Fig. 1: run 1, clock distribution
Scale: 10 px per um.
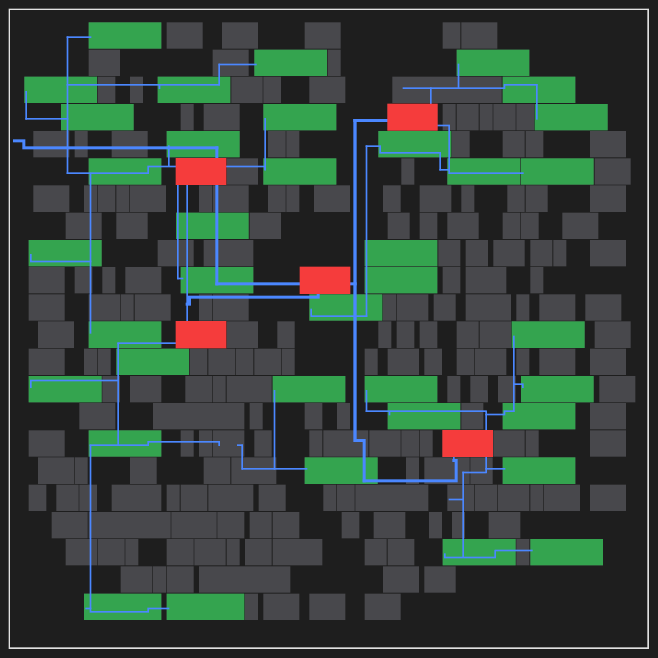
Fig. 2: run 1, the clock network
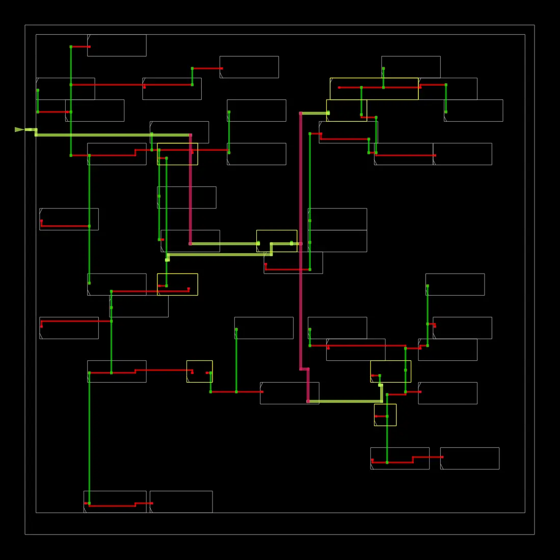
Fig. 3: run 1, M2 wires
Scale: 6 px per um.
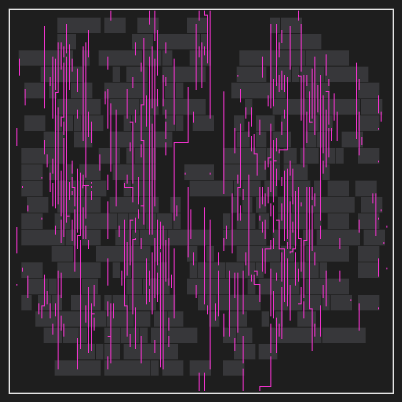
## src/rtl/fifo_stream_reader.sv

```systemverilog
// fifo_stream_reader
//   Drains a synchronous FIFO with a one-cycle registered read latency and
//   presents its words as a valid/ready stream through a 2-entry skid buffer.
//   The stream is framed into fixed PKT_LEN-beat packets (m_last on the final
//   beat), and completed packets are counted.
//
// Ports
//   clk         clock, rising edge
//   rst_n       synchronous active-low reset
//   fifo_empty  FIFO empty flag
//   fifo_data   FIFO read data, valid the cycle after an accepted fifo_rd_en
//   fifo_rd_en  FIFO pop request
//   m_valid     stream data valid
//   m_ready     downstream ready
//   m_data      stream data (head of skid buffer)
//   m_last      last beat of packet, qualified by m_valid
//   pkt_count   completed packets, wraps modulo 2^CNT_WIDTH

module fifo_stream_reader #(
    parameter int DATA_WIDTH = 8,
    parameter int PKT_LEN    = 4,
    parameter int CNT_WIDTH  = 16
) (
    input  logic                  clk,
    input  logic                  rst_n,
    input  logic                  fifo_empty,
    input  logic [DATA_WIDTH-1:0] fifo_data,
    output logic                  fifo_rd_en,
    output logic                  m_valid,
    input  logic                  m_ready,
    output logic [DATA_WIDTH-1:0] m_data,
    output logic                  m_last,
    output logic [CNT_WIDTH-1:0]  pkt_count
);

    localparam int BEAT_W = (PKT_LEN > 1) ? $clog2(PKT_LEN) : 1;
    localparam logic [BEAT_W-1:0] BEAT_LAST = BEAT_W'(PKT_LEN - 1);

    logic [1:0]            occ_q, occ_d;
    logic                  inflight_q;
    logic [BEAT_W-1:0]     beat_q, beat_d;
    logic [CNT_WIDTH-1:0]  pkt_q, pkt_d;
    logic [DATA_WIDTH-1:0] buf0_q, buf0_d;   // head entry
    logic [DATA_WIDTH-1:0] buf1_q, buf1_d;   // second entry
    logic                  pop;
    logic                  push;
    logic [2:0]            level_after;

    assign m_valid   = (occ_q != 2'd0);
    assign m_data    = buf0_q;
    assign m_last    = m_valid & (beat_q == BEAT_LAST);
    assign pkt_count = pkt_q;
    assign pop       = m_valid & m_ready;
    assign push      = inflight_q;

    // Occupancy once this cycle's arrival and pop settle. A new pop lands one
    // cycle later, so it may only be issued while that level leaves a free slot
    // even if the downstream stalls next cycle.
    assign level_after = {1'b0, occ_q} + {2'b00, inflight_q} - {2'b00, pop};
    assign fifo_rd_en  = rst_n & ~fifo_empty & (level_after < 3'd2);

    always_comb begin
        occ_d  = occ_q;
        buf0_d = buf0_q;
        buf1_d = buf1_q;
        case ({push, pop})
            2'b10: begin
                if (occ_q == 2'd0) buf0_d = fifo_data;
                else               buf1_d = fifo_data;
                occ_d = occ_q + 2'd1;
            end
            2'b01: begin
                buf0_d = buf1_q;
                occ_d  = occ_q - 2'd1;
            end
            2'b11: begin
                // Arrival always goes to the tail; never bypasses to the head.
                if (occ_q == 2'd1) begin
                    buf0_d = fifo_data;
                end else begin
                    buf0_d = buf1_q;
                    buf1_d = fifo_data;
                end
            end
            default: ;
        endcase
    end

    always_comb begin
        beat_d = beat_q;
        pkt_d  = pkt_q;
        if (pop) begin
            if (beat_q == BEAT_LAST) begin
                beat_d = '0;
                pkt_d  = pkt_q + 1'b1;
            end else begin
                beat_d = beat_q + 1'b1;
            end
        end
    end

    always_ff @(posedge clk) begin
        if (!rst_n) begin
            occ_q      <= '0;
            inflight_q <= 1'b0;
            beat_q     <= '0;
            pkt_q      <= '0;
            buf0_q     <= '0;
            buf1_q     <= '0;
        end else begin
            occ_q      <= occ_d;
            inflight_q <= fifo_rd_en;
            beat_q     <= beat_d;
            pkt_q      <= pkt_d;
            buf0_q     <= buf0_d;
            buf1_q     <= buf1_d;
        end
    end

endmodule
```

## config.mk

```make
export PLATFORM = sky130hd
export DESIGN_NAME = fifo_stream_reader
export DESIGN_NICKNAME = d
export VERILOG_FILES = /design/src/rtl/fifo_stream_reader.sv
export SDC_FILE = /design/constraint.sdc
export NUM_CORES = 1
export LEC_CHECK = 0
export CAP_MARGIN = 0
export CORE_UTILIZATION = 44
export DETAILED_ROUTE_END_ITERATION = 16
export HOLD_SLACK_MARGIN = 0.02
export PLACE_DENSITY = 0.75
export SLEW_MARGIN = 20
export SYNTH_ARGS = -nofsm -noshare
export SYNTH_HDL_FRONTEND = slang
export SYNTH_SLANG_ARGS = --single-unit
```

## constraint.sdc

```tcl
create_clock -name clk -period 2.4 [get_ports clk]
set_input_delay 0.24 -clock clk [delete_from_list [all_inputs] [get_ports clk]]
set_output_delay 0.24 -clock clk [all_outputs]
set_load 0.01 [all_outputs]
```

==> out/metrics.yaml, run 1 <==
critPathTopFamily: "adder cells"
rsz0062_at_grt: "yes"
syn_nets: 206
peakVddDrop_uv: 592.2
final_layout_size_suffix_gt1_share_pct: 16.25
drv_slew: 0
cts-hold-fix-buffers: 0
grt_max_degree: 37
post-cts-setup-buffers: 0
synthAdderAreaFrac_pct: 6.413
slowest_delay_ps: 530
wl_met3_um: 147
reg2regPathDepth: 9
seq_power_mw: 0.798
outcome: "finished with violations"
pg_comb_mw: 0.901
cts_tree: "yes"
cp.required_ps: 2160
async_flop_share_pct: 0
lay_top_count: "clkdlybuf4s50_1"
worst_pin_slew_ps: 642.6
regArea_um2: 743.2
synth-seq-cells: 37
dieArea_um2: 4064
switching_share_pct: 32.16
clk_share_pct: 4.881
wl_met2_mm: 1.748
fin_ws_ps: -13.24
ff2ff_setup_slack_ps: 390
final_area_um2: 2359
area_growth_pct: 40.57
grt_pass1_wl_mm: 5.858
crit_cells: 10
buffers: 50
violations: "setup timing"
crit_start: "occ_q[1]"
cts-root-buf: "clkbuf_8"
setup_viol: 1
vias: 1501
die_w_um: 63.75
synth-compound-area-share_pct: 9.993
overflow: 0
## Picture notes: Fig. 1
[green] flip-flops | count: 37
[red] cells driving clock nets | count: 5
[blue] clock wires | length: 453 um
flops lie	spread over the die

## Picture notes: Fig. 2
clock latency on the worst-skew pair: 290 ps
TritonCTS buffer count: 5

## Picture notes: Fig. 3
longest straight run	29.6 um
main direction	vertical

Fig. 4: run 1, ports around the boundary
Scale: 4 px per um. Pins as bars across the die edge, other pins in gray.
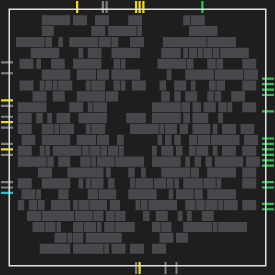

==> run 2: changes to the inputs <==
CAP_MARGIN = unset   (was 0)
CORE_UTILIZATION = 55   (was 44)
DONT_BUFFER_PORTS = 1   (was unset)
PLACE_DENSITY = 0.73   (was 0.75)
RECOVER_POWER = 25   (was unset)
Fig. 5: run 2, ports around the boundary
Scale: 4 px per um. Pins as bars across the die edge, other pins in gray.
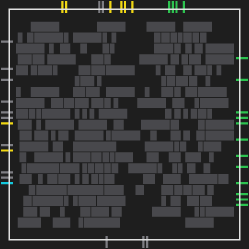
color	port	pins	direction	edge
yellow	m_data	8	output	6 north, 2 west
green	pkt_count	16	output	12 east, 4 north
cyan	rst_n	1	input	west

==> out/metrics.yaml, run 2 <==
simple_gate_area_share_pct: 24.46
pg_comb_mw: 0.693
fin_ws_ps: -51.70
cts-hold-fix-buffers: 1
grt_max_degree: 37
cts_buffers: 5
n_fill_cell: 243
cts_tree: "yes"
area_growth_pct: 14.09
final_area_um2: 1914
wl_met3_um: 232
post-cts-setup-buffers: 3
setup_viol: 1
worst_pin_slew_ps: 662.3
synth-compound-area-share_pct: 9.993
vias: 1373
final_layout_size_suffix_gt1_share_pct: 16.67
peakVddDrop_uv: 754.0
buffers: 8
slowest_delay_ps: 530
rsz0062_at_grt: "yes"
reg2regPathDepth: 9
synth_cells: 186
dieArea_um2: 3275
crit_start: "occ_q[1]"
met2_usage_pct: 44.03
cp.required_ps: 2160
cts-root-buf: "clkbuf_4"
switching_share_pct: 35.60
syn_nets: 206
drc_errors: 1
async_flop_share_pct: 0
wl_met2_mm: 1.875
synth-seq-cells: 37
crit_cells: 9
critPathTopFamily: "adder cells"
die_w_um: 57.23
worstSetupEndpointType: "output port"
lay_top_count: "dfxtp_1"
edf_count: 0
violations: "DRC, setup timing"
routed_via_density: 5.996
worstSkewPairLatency_ps: 340
seq_power_mw: 0.847
outcome: "finished with violations"
drv_slew: 0
grt_pass1_wl_mm: 6.230
